run_1/clock_nets.png
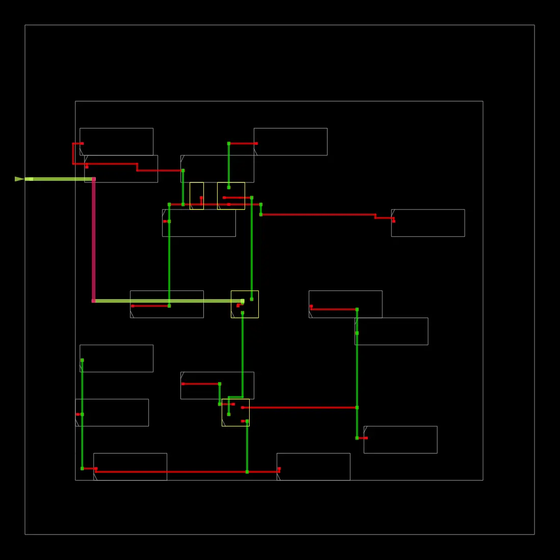
run_1/layers.png
(8 px per um)
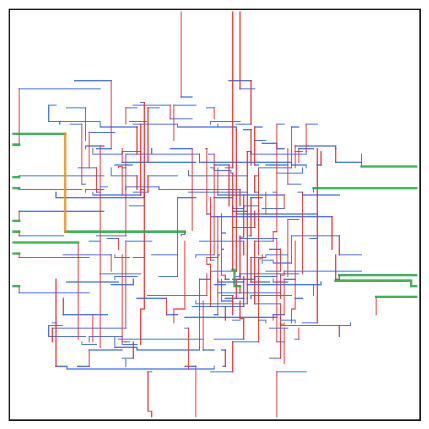
run_1/m2.png
(6 px per um)
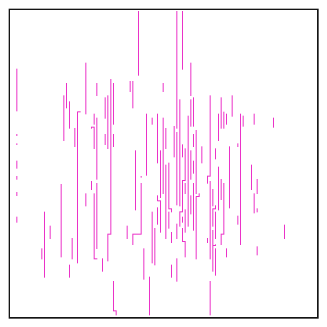
$ cat src/rtl/tnn_feature_loader_pkg.sv
// Shared types and constants for the TNN feature loaders.
package tnn_pkg;

  localparam int N_FEAT = 4;
  localparam int Q_W    = 2;
  localparam int IDX_W  = 2;

  typedef enum logic [1:0] {
    COLLECT = 2'd0,
    EVAL    = 2'd1,
    HOLD    = 2'd2
  } state_t;

  typedef logic [N_FEAT-1:0][Q_W-1:0] feat_vec_t;

endpackage

$ cat src/rtl/tnn_feature_loader_quantizer.sv
// Combinational 2-bit quantizer: compares an unsigned sample against three
// ascending thresholds (TH1 <= TH2 <= TH3 < 2**FEAT_W).
module tnn_quantizer #(
  parameter int FEAT_W = 8,
  parameter int TH1    = 64,
  parameter int TH2    = 128,
  parameter int TH3    = 192
) (
  input  logic [FEAT_W-1:0] sample_i,
  output logic [1:0]        code_o
);

  int sample_int;

  always_comb begin
    sample_int = int'(sample_i);
    if (sample_int >= TH3)      code_o = 2'd3;
    else if (sample_int >= TH2) code_o = 2'd2;
    else if (sample_int >= TH1) code_o = 2'd1;
    else                        code_o = 2'd0;
  end

endmodule

$ cat src/rtl/tnn_feature_loader.sv
// Stream front end for a 4-feature 2-bit classifier: collects a frame,
// presents it, captures the class bit. Optional counters: TNN_LOADER_STATS_EN.
module tnn_feature_loader
  import tnn_pkg::*;
#(
  parameter int FEAT_W = 8,
  parameter int TH1    = 64,
  parameter int TH2    = 128,
  parameter int TH3    = 192
) (
  input  logic              clk,
  input  logic              rst,
  input  logic              s_valid,
  output logic              s_ready,
  input  logic [FEAT_W-1:0] s_data,
  input  logic              s_last,
  output logic [1:0]        input_a,
  output logic [1:0]        input_b,
  output logic [1:0]        input_c,
  output logic [1:0]        input_d,
  input  logic              cgp_out,
  output logic              m_valid,
  input  logic              m_ready,
  output logic              m_class,
`ifdef TNN_LOADER_STATS_EN
  output logic [15:0]       stat_frames,
  output logic [15:0]       stat_pos,
`endif
  output logic              m_frame_err
);

  state_t           state_q, state_d;
  logic [IDX_W-1:0] idx_q, idx_d;
  feat_vec_t        feat_q, feat_d;
  logic             m_valid_q, m_valid_d;
  logic             m_class_q, m_class_d;
  logic             err_q, err_d;
  logic [1:0]       code;

  tnn_quantizer #(
    .FEAT_W (FEAT_W),
    .TH1    (TH1),
    .TH2    (TH2),
    .TH3    (TH3)
  ) u_quant (
    .sample_i (s_data),
    .code_o   (code)
  );

  always_ff @(posedge clk) begin
    if (rst) begin
      state_q   <= COLLECT;
      idx_q     <= '0;
      feat_q    <= '0;
      m_valid_q <= 1'b0;
      m_class_q <= 1'b0;
      err_q     <= 1'b0;
    end else begin
      state_q   <= state_d;
      idx_q     <= idx_d;
      feat_q    <= feat_d;
      m_valid_q <= m_valid_d;
      m_class_q <= m_class_d;
      err_q     <= err_d;
    end
  end

  always_comb begin
    state_d   = state_q;
    idx_d     = idx_q;
    feat_d    = feat_q;
    m_valid_d = m_valid_q;
    m_class_d = m_class_q;
    err_d     = err_q;
    s_ready   = 1'b0;
    case (state_q)
      COLLECT: begin
        s_ready = 1'b1;
        if (s_valid) begin
          feat_d[idx_q] = code;
          // A frame is well formed only when s_last coincides with beat 3.
          if (s_last) begin
            idx_d = '0;
            if (idx_q == IDX_W'(N_FEAT - 1)) state_d = EVAL;
            else                             err_d   = 1'b1;
          end else if (idx_q == IDX_W'(N_FEAT - 1)) begin
            idx_d = '0;
            err_d = 1'b1;
          end else begin
            idx_d = idx_q + 1'b1;
          end
        end
      end
      EVAL: begin
        m_class_d = cgp_out;
        m_valid_d = 1'b1;
        state_d   = HOLD;
      end
      HOLD: begin
        if (m_ready) begin
          m_valid_d = 1'b0;
          idx_d     = '0;
          state_d   = COLLECT;
        end
      end
      default: state_d = COLLECT;
    endcase
  end

  assign input_a     = feat_q[0];
  assign input_b     = feat_q[1];
  assign input_c     = feat_q[2];
  assign input_d     = feat_q[3];
  assign m_valid     = m_valid_q;
  assign m_class     = m_class_q;
  assign m_frame_err = err_q;

`ifdef TNN_LOADER_STATS_EN
  logic [15:0] stat_frames_q, stat_pos_q;
  logic        handoff;

  assign handoff = m_valid_q && m_ready;

  always_ff @(posedge clk) begin
    if (rst) begin
      stat_frames_q <= '0;
      stat_pos_q    <= '0;
    end else if (handoff) begin
      if (stat_frames_q != 16'hFFFF) stat_frames_q <= stat_frames_q + 16'd1;
      if (m_class_q && stat_pos_q != 16'hFFFF) stat_pos_q <= stat_pos_q + 16'd1;
    end
  end

  assign stat_frames = stat_frames_q;
  assign stat_pos    = stat_pos_q;
`endif

endmodule
$ cat config.mk
export PLATFORM = sky130hd
export DESIGN_NAME = tnn_feature_loader
export DESIGN_NICKNAME = d
export VERILOG_FILES = /design/src/rtl/tnn_feature_loader_pkg.sv /design/src/rtl/tnn_feature_loader_quantizer.sv /design/src/rtl/tnn_feature_loader.sv
export SDC_FILE = /design/constraint.sdc
export NUM_CORES = 1
export LEC_CHECK = 0
export CORE_MARGIN = 5
export CORE_UTILIZATION = 42
export DETAILED_ROUTE_END_ITERATION = 8
export MAX_ROUTING_LAYER = met4
export PLACE_DENSITY = 0.8
export SYNTH_ARGS = -nofsm -noshare
export SYNTH_HDL_FRONTEND = slang
export SYNTH_HIERARCHICAL = 1
export SYNTH_SLANG_ARGS = --single-unit
$ cat constraint.sdc
create_clock -name clk -period 1.6 [get_ports clk]
set_input_delay 0.32 -clock clk [delete_from_list [all_inputs] [get_ports clk]]
set_output_delay 0.32 -clock clk [all_outputs]
set_load 0.01 [all_outputs]
==> results.ini, run 1 <==
[logic_synthesis]
ys_sh_adder_pct=7.03
synth_area_um2=712
xor_share_pct=1.23
synth_chip_area_um2=712
compound_area_share_pct=6.50
synth.net_count=88
yosysTopAreaCellShare_pct=42.2
syn_area_per_cell_um2=10.2
ys_seq_share_pct=42.2
ys_sh_simple_pct=22.7
area_leaders=dfxtp_1 42%, mux2i_1 14%, and4bb_2 7.0%
yosysWarnings=6
synth_cell_types=20
ys_cells=70
synth_cells=70
logic_family=simple AND/OR/NAND/NOR gates
ys_sh_mux_pct=14.1

[placement]
numPlacedInstances=105
gp_congestion=0.786
post-place-ws_ns=0.0424
placed_area_um2=926
post-dp-hpwl_mm=1.08
portBuffers=19

[worst_setup_path]
endpoint=idx_q[1]
worst_r2r_path_depth=4
required_ns=1.79
critPathLaunch=idx_q[1]
critPathKind=reg -> reg
r2r_setup_slack_ns=0.1
path_max_fanout=4
r2r-start=idx_q[1]

[final_timing]
setup_viol=0
clock.fmax_mhz=667
period_used_pct=93.8
slew_viol_final=0
tightest_slew_ns=0.252
hold_viol=0
maxSlewHeadroom_pct=83.0
fin_ws_ns=0.0997
hold_ws_ns=0.475
rsz0062_at_grt=no

[clocking]
cts-resized-gates=1
clk_latency_ns=0.27
clk_pin_slew_ns=0.09
ctsHoldBuffers=0
tritoncts=built
cts_root_buf=clkbuf_4
cts.htree.levels=1

[routing]
wl_per_cell_um=13.3
drc_errors=0
drtIter0Drc=9
ant_nets=0
firstDrtPassIters=4

[job]
cap_violations=0
warnings=35

[finish]
stdcell_count=109
stdcell_area_um2=951
drive_gt1_share_pct=16.1
layout.cells.most_common=clkdlybuf4s50_1
diodes=0
most-common-layout-cells=18 x clkdlybuf4s50_1, 15 x dfxtp_1, 13 x nor2_1, 10 x mux2i_1, 5 x buf_4
final_net_count=112

[global_route]
grt_pass1_wl_mm=2.48
grt_pass1_vias=568
grt_max_degree=16
overflow=0

[power]
pwr-share-clk_pct=31.3
p_sw_mw=0.156
seqPwrFrac_pct=56.9
peakVddDrop_v=0.000488
p_per_area_nw_per_um2=717
combPwrFrac_pct=11.8

[floorplanning]
chipArea_um2=2620
dieHeight_um=51.2
core.rowCount=14
die_w_um=51.2
ios=26
initial_core_util_pct=45.7
core_area_um2=1560

[outcome]
status=finished clean

[worst_hold_path]
hp-start=m_frame_err
min_path_cells=2
whs_endpoint=m_frame_err

Back to the opening pictures, clock_nets.png:
Fin Clk Skew: 0.000763 ns
CLK BUF: 4

Back to the opening pictures, layers.png:
[green] M3 | wire length: 82.2 um
[red] M2 | wire length: 675 um
[orange] M4 | wire length: 12.2 um
[blue] M1 | wire length: 678 um
total number of vias: 559
GRT Total Usage: 13.1%
routed wire length: 1.45 mm

Back to the opening pictures, m2.png:
main direction: vertical
wire length on this layer: 675 um
longest straight run: 25.8 um
met2 usage: 19.1%

-- run 1: metal layers --
metal	share of wire, %	track usage (%)	wire (um)	up-vias
met5	0	-	0	-
met4	0.83	6.73	12	0
met3	5.7	4.65	82	2
met2	47	19.1	674	16
met1	47	15.9	678	253
li1	-	-	-	288
-- run 1: flip-flops by register name (all words and copies together) (netlist names) --
name and cells:
m_frame_err 1, state_q 2, m_class 1, input_a 2, idx_q 2, m_valid 1, input_c 2, input_b 2
input_d 2
-- run 1: power groups by stage --
stage / Combinational [mW] / Clock [mW] / Sequential (mW)
after floorplan: 0.0317 / 0 / 0.399
after global placement: 0.0791 / 0 / 0.396
after detailed placement: 0.0804 / 0 / 0.396
after CTS: 0.0809 / 0.223 / 0.388
after global routing: 0.0881 / 0.251 / 0.389
final: 0.0802 / 0.214 / 0.388
-- run 1: worst max-delay path, cell delays in order (launching register included) --
cell and delay [ns]:
dfxtp_1 0.40, inv_1 0.09, ha_1 0.27, or4b_1 0.43, o31ai_1 0.21
-- run 1: layout make-up --
cell class                      instances  area [um2]
Fill cell                             136         608
Multi-Input combinational cell         47         367
Inverter                                3        11.3
Timing Repair Buffer                   24         226
Clock buffer                            4        26.3
Tap cell                               16        20.0
Sequential cell                        15         300
-- run 1: Yosys cell counts --
master / number
a211oi_1: 1
a21oi_1: 2
a31oi_1: 1
and2b_2: 2
and3b_1: 1
and4bb_2: 4
buf_6: 2
clkbuf_1: 3
dfxtp_1: 15
ha_1: 4
inv_1: 3
mux2i_1: 10
nand2_1: 1
nor2_1: 13
nor2b_4: 1
nor4b_1: 1
o21ai_0: 3
o31ai_1: 1
or4b_1: 1
xor2_1: 1
## Run 2: what changed since run 1
- HOLD_SLACK_MARGIN: default -> 0.06
run_2/layers.png
(8 px per um)
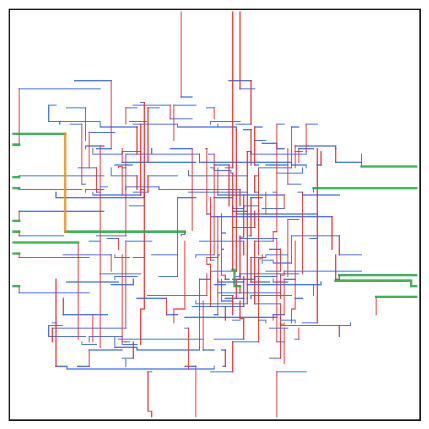
[blue] M1 | wire length: 678 um
[orange] M4 | wire length: 12.2 um
[red] M2 | wire length: 675 um
[green] M3 | wire length: 82.2 um
DR WL/cell: 13.3 um

run_2/m3.png
(6 px per um)
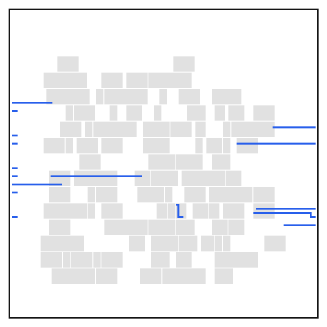
wire length on this layer: 82.2 um
main direction: horizontal
share of all routed wire: 5.7%
nets with wire on the layer: 15
met3 Use GR: 4.65%

==> run 2 against run 1 <==
Against the previous run:
- global-route usage did not move
- core utilization unchanged
- flip-flop count unchanged
- combinational power is essentially flat
- clock power about the same
- register-to-register slack about the same
- die size is the same
- synthesized area is the same
- largest cell class unchanged
==> results.ini, run 2 <==
[outcome]
status=finished clean

[clocking]
clk_latency_ns=0.27
tritoncts=built
clk_pin_slew_ns=0.09
cts_root_buf=clkbuf_4
cts.htree.levels=1

[job]
cap_violations=0
warnings=35

[logic_synthesis]
yosysWarnings=6
yosysTopAreaCellShare_pct=42.2
ys_cells=70
synth_area_um2=712
synth.net_count=88
synth_cells=70
synth-edff-count=0
area_leaders=dfxtp_1 42%, mux2i_1 14%, and4bb_2 7.0%
synth_chip_area_um2=712
top_cell=dfxtp_1
ys_seq_share_pct=42.2
synth_cell_types=20
syn_area_per_cell_um2=10.2
async_reset_ff_share_pct=0

[placement]
portBuffers=19
post-place-ws_ns=0.0424
numPlacedInstances=105
post-dp-hpwl_mm=1.08
gp_congestion=0.786

[routing]
dr_total_vias=559
drtIter0Drc=9
wl_mm=1.45
drc_errors=0
ant_nets=0

[finish]
drive_gt1_share_pct=16.1
final_net_count=112
stdcell_area_um2=951
most-common-layout-cells=18 x clkdlybuf4s50_1, 15 x dfxtp_1, 13 x nor2_1, 10 x mux2i_1, 5 x buf_4
fill_cells=136

[global_route]
grt_max_degree=16
grt_pass1_wl_mm=2.48
grt_usage_pct=13.1
top_usage_layer=met2
use_met1_pct=15.9
gr-usage-met2_pct=19.1

[floorplanning]
initial_core_util_pct=45.7
die_w_um=51.2
chipArea_um2=2620
core_area_um2=1560
ios=26
dieHeight_um=51.2
core.rowCount=14

[worst_setup_path]
critPathKind=reg -> reg
r2r_setup_slack_ns=0.1
path_max_fanout=4
required_ns=1.79

[final_timing]
hold_viol=0
tightest_slew_ns=0.252
setup_viol=0
finClkSkew_ns=0.000763
hold_ws_ns=0.475
rsz0062_at_grt=no
maxSlewHeadroom_pct=83.0
fin_ws_ns=0.0997

[power]
p_per_area_nw_per_um2=717
peakVddDrop_v=0.000488

run_2/floorplan.png
(8 px per um) Pins as bars on the die edge. Tap cells in grey.
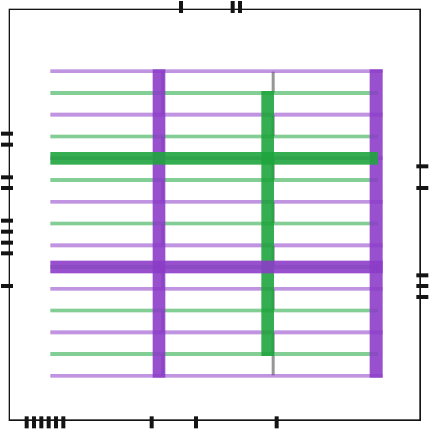
[green] VDD
[purple] VSS
signal pins: 26
met4 straps: 3
met1 rails: 15

==> run 2: cell counts after synthesis <==
Identical to the previous run, type by type.
==> run 2: critical path, cell delays in order (launching register included) <==
cell and delay, ns:
dfxtp_1 0.40, inv_1 0.09, ha_1 0.27, or4b_1 0.43, o31ai_1 0.21
==> run 2: report_power, final <==
part	internal [mW]	switching, mW
Combinational	0.0468	0.0334
Clock	0.0965	0.117
Sequential	0.382	0.00592
Total	0.525	0.156
==> run 2: routing by layer <==
layer  routed length, um  part of all wire [%]  vias to the layer above
met1                 678                    47                      253
met4                  12                  0.83                        0
met5                   0                     0                        -
li1                    -                     -                      288
met3                  82                   5.7                        2
met2                 674                    47                       16
==> run 2: final cells by class <==
type,count,area (um2),share of cell area (%)
clock buffers,4,26.3,2.76
repair buffers,24,226,23.8
flip-flops and latches,15,300,31.6
multi-input cells,47,367,38.6
well taps,16,20.0,2.11
inverters,3,11.3,1.18
==> run 2: path summary, 6_finish.rpt <==
kind                      end        start  cells past startpoint
setup / recovery     idx_q[1]     idx_q[1]                      4
hold / removal    m_frame_err  m_frame_err                      2
setup reg to reg     idx_q[1]     idx_q[1]                      4
hold reg to reg   m_frame_err  m_frame_err                      2
==> run 2: timing repair <==
action / CTS / global route
hold buffers: 0 / 0
setup endpoints to repair: 1 / 0
resized: 1 / 0
==> run 2: cells by family (layout without fill, tap and decap cells) <==
| group | after synthesis | count (layout) | synth area share [%] |
|---|---|---|---|
| compound gates | 8 | 8 | 6.50 |
| xor+xnor | 1 | 1 | 1.23 |
| fa+ha+maj | 4 | 4 | 7.03 |
| buf+inv | 8 | 31 | 6.33 |
| flops | 15 | 15 | 42.2 |
| mux | 10 | 10 | 14.1 |
| simple gates | 24 | 24 | 22.7 |
run_2/m2.png
(6 px per um)
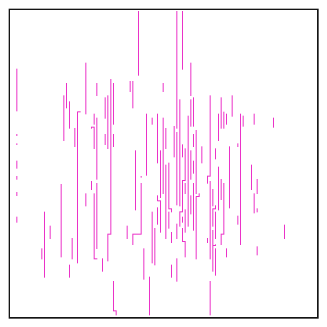

## Run 3: what changed since run 2
- ABC_AREA: default -> 1
- CAP_MARGIN: default -> 20
run_3/m2.png
(6 px per um)
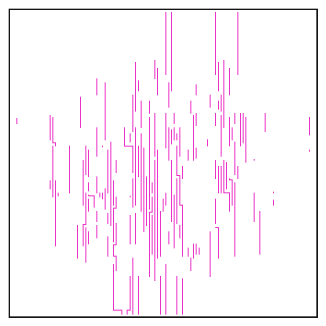
share of all routed wire: 51%
wire length on this layer: 726 um
longest straight run: 20.1 um
main direction: vertical
routed wire length: 1.44 mm
total number of vias: 654

run_3/layers.png
(8 px per um)
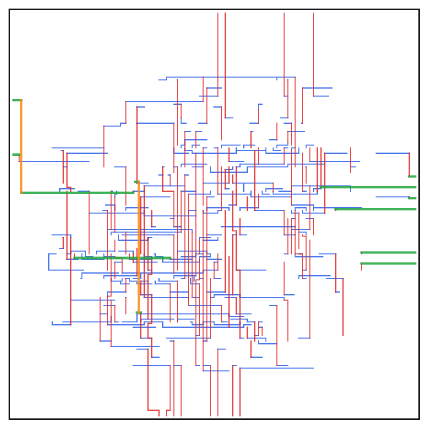
[green] M3 | wire length: 64.8 um
[red] M2 | wire length: 726 um
[blue] M1 | wire length: 618 um
[orange] M4 | wire length: 27.9 um
GRT Total Usage: 13.3%
DR WL/cell: 10.2 um

run_3/m3.png
(6 px per um)
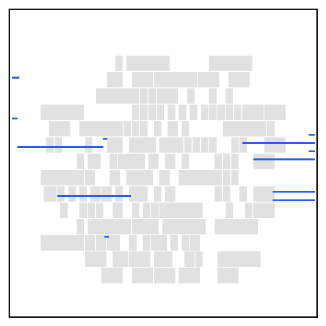
main direction: horizontal
longest straight run: 14.0 um
nets with wire on the layer: 10
met3 Use GR: 2.33%

==> run 3 against run 2 <==
Against the previous run:
- cell area down 1.3%
- combinational power is 57% higher
- setup slack better by 0.021 ns
- via count rose by 17%
- register-to-register slack improved by 0.36 ns
- synthesized area down 0.53%
- die size is 0.43% lower
- clock power about the same
- sequential share of layout area increased by 0.42 points
- largest power group unchanged
- highest routed layer unchanged
==> results.ini, run 3 <==
[floorplanning]
core_area_um2=1560
die_w_um=51.1
chipArea_um2=2610
initial_core_util_pct=45.4
ios=26
core.rowCount=14

[worst_setup_path]
max_stage_delay_ns=0.53
critPathKind=reg -> out
r2r_setup_slack_ns=0.46
timing.rr.end=idx_q[1]
worst_r2r_path_depth=6
path_max_fanout=2
critical_path.top_delay_family=buffers and inverters
cp_num_buf_inv=1
r2r-start=idx_q[0]
crit_slowest_cell=clkdlybuf4s50_1
path_cells=clkdlybuf4s50_1
required_ns=1.28

[clocking]
ctsHoldBuffers=0
tritoncts=built
post_cts.repair.setup_buffers=0
cts_root_buf=clkbuf_4
cts.htree.levels=1
clk_pin_slew_ns=0.09
clk_latency_ns=0.28
ctsLongestPathBuffers=2

[finish]
most-common-layout-cells=30 x nand2_1, 18 x clkdlybuf4s50_1, 17 x nor2_1, 16 x inv_1, 15 x dfxtp_1
fill_cells=153
diodes=0
comb_area_um2=335
final_net_count=144
seqCellArea_um2=300
stdcell_area_um2=938
stdcell_count=141
layout.cells.most_common=nand2_1
drive_gt1_share_pct=5.60

[worst_hold_path]
hp-start=m_frame_err
whs_endpoint=m_frame_err
min_path_cells=2

[placement]
placed_area_um2=913
numPlacedInstances=137
post-dp-hpwl_mm=1.18
portBuffers=19
post-place-ws_ns=0.200
gp_congestion=0.826

[final_timing]
slew_viol_final=0
tightest_slew_ns=0.310
finClkSkew_ns=0.00478
setup_viol=0
clock.fmax_mhz=676
rsz0062_at_grt=no
maxSlewHeadroom_pct=79.3
fin_ws_ns=0.121
hold_viol=0
hold_ws_ns=0.459
period_used_pct=92.4

[logic_synthesis]
ys_cells=104
top_cells_by_count=30 x nand2_1, 17 x nor2_1, 16 x inv_1, 15 x dfxtp_1, 10 x nand3_1
ys_seq_share_pct=42.4
synth_cells=104
syn_area_per_cell_um2=6.81
async_reset_ff_share_pct=0
yosysTopAreaCellShare_pct=42.4
yosysWarnings=6
area_leaders=dfxtp_1 42%, nand2_1 16%, nor2_1 9.0%
synth.net_count=122
synth_cell_types=14
top_cell=nand2_1
synth-edff-count=0
synth_chip_area_um2=708

[routing]
drc_errors=0
firstDrtPassIters=4
drtIter0Drc=11

[power]
seqPwrFrac_pct=54.3
p_sw_mw=0.187
combPwrFrac_pct=17.1
switching_share_pct=25.3
internal-power_mw=0.550
pwr-share-clk_pct=28.6
peakVddDrop_v=0.000452

[global_route]
grt_pass1_wl_mm=2.59
grt_max_degree=12
overflow=0
grt_pass1_vias=606

[outcome]
status=finished clean

[job]
cap_violations=0
warnings=35

## run 3: worst max-delay path by stage
| stage | start | end | slack [ns] | cells past startpoint |
|---|---|---|---|---|
| finish | input_a[1] | input_a[1] | 0.12 | 1 |
| global route | input_a[1] | input_a[1] | 0.04 | 1 |
| detailed placement | state_q[1] | s_ready | 0.20 | 2 |
| global placement | state_q[1] | s_ready | 0.22 | 2 |
| CTS | m_class | m_class | 0.10 | 1 |
| floorplan | idx_q[0] | idx_q[1] | 0.60 | 6 |
## run 3: cell type report
| cell class | instances | share of cell area [%] |
|---|---|---|
| clock buffer | 4 | 2.80 |
| multi-input combinational | 70 | 35.7 |
| timing repair buffer | 20 | 20.9 |
| tap | 16 | 2.13 |
| inverter | 16 | 6.40 |
| sequential | 15 | 32.0 |
## run 3: per-layer routing
metal	global-route usage, %	up-vias	routed length, um
li1	-	353	-
met1	15.8	285	618
met2	21.7	12	726
met3	2.33	4	64
met4	6.73	0	27
met5	-	-	0
## run 3: worst register-to-register path, delay by kind of cell, from the launching register on
family        cells  cell delay (ns)
simple gates      3             0.18
buf+inv           2             0.17
flops             1             0.38
fa+ha+maj         1             0.31
## run 3: kinds of logic after synthesis
group | synth area share [%]
xor gates and xnor gates | 1.24
AOI/OAI and AO/OA | 2.12
DFF | 42.4
adders and majority gates | 7.07
and+or+nand+nor | 36.9
buffers and inverters | 10.2
## run 3: timing repair
action / 4_1_cts / 5_1_grt
resized: 1 / 0
endpoints found under the setup margin: 1 / 0
endpoints found under the hold margin: 0 / 0
## run 3: power by group through the flow
stage	combinational, mW	sequential [mW]	clock (mW)
4_1_cts	0.128	0.401	0.221
3_3_place_gp	0.123	0.409	0
6_report	0.126	0.400	0.211
5_1_grt	0.143	0.403	0.246
2_1_floorplan	0.0595	0.415	0
3_5_place_dp	0.127	0.409	0
Power is estimated from default activity; no workload was simulated.
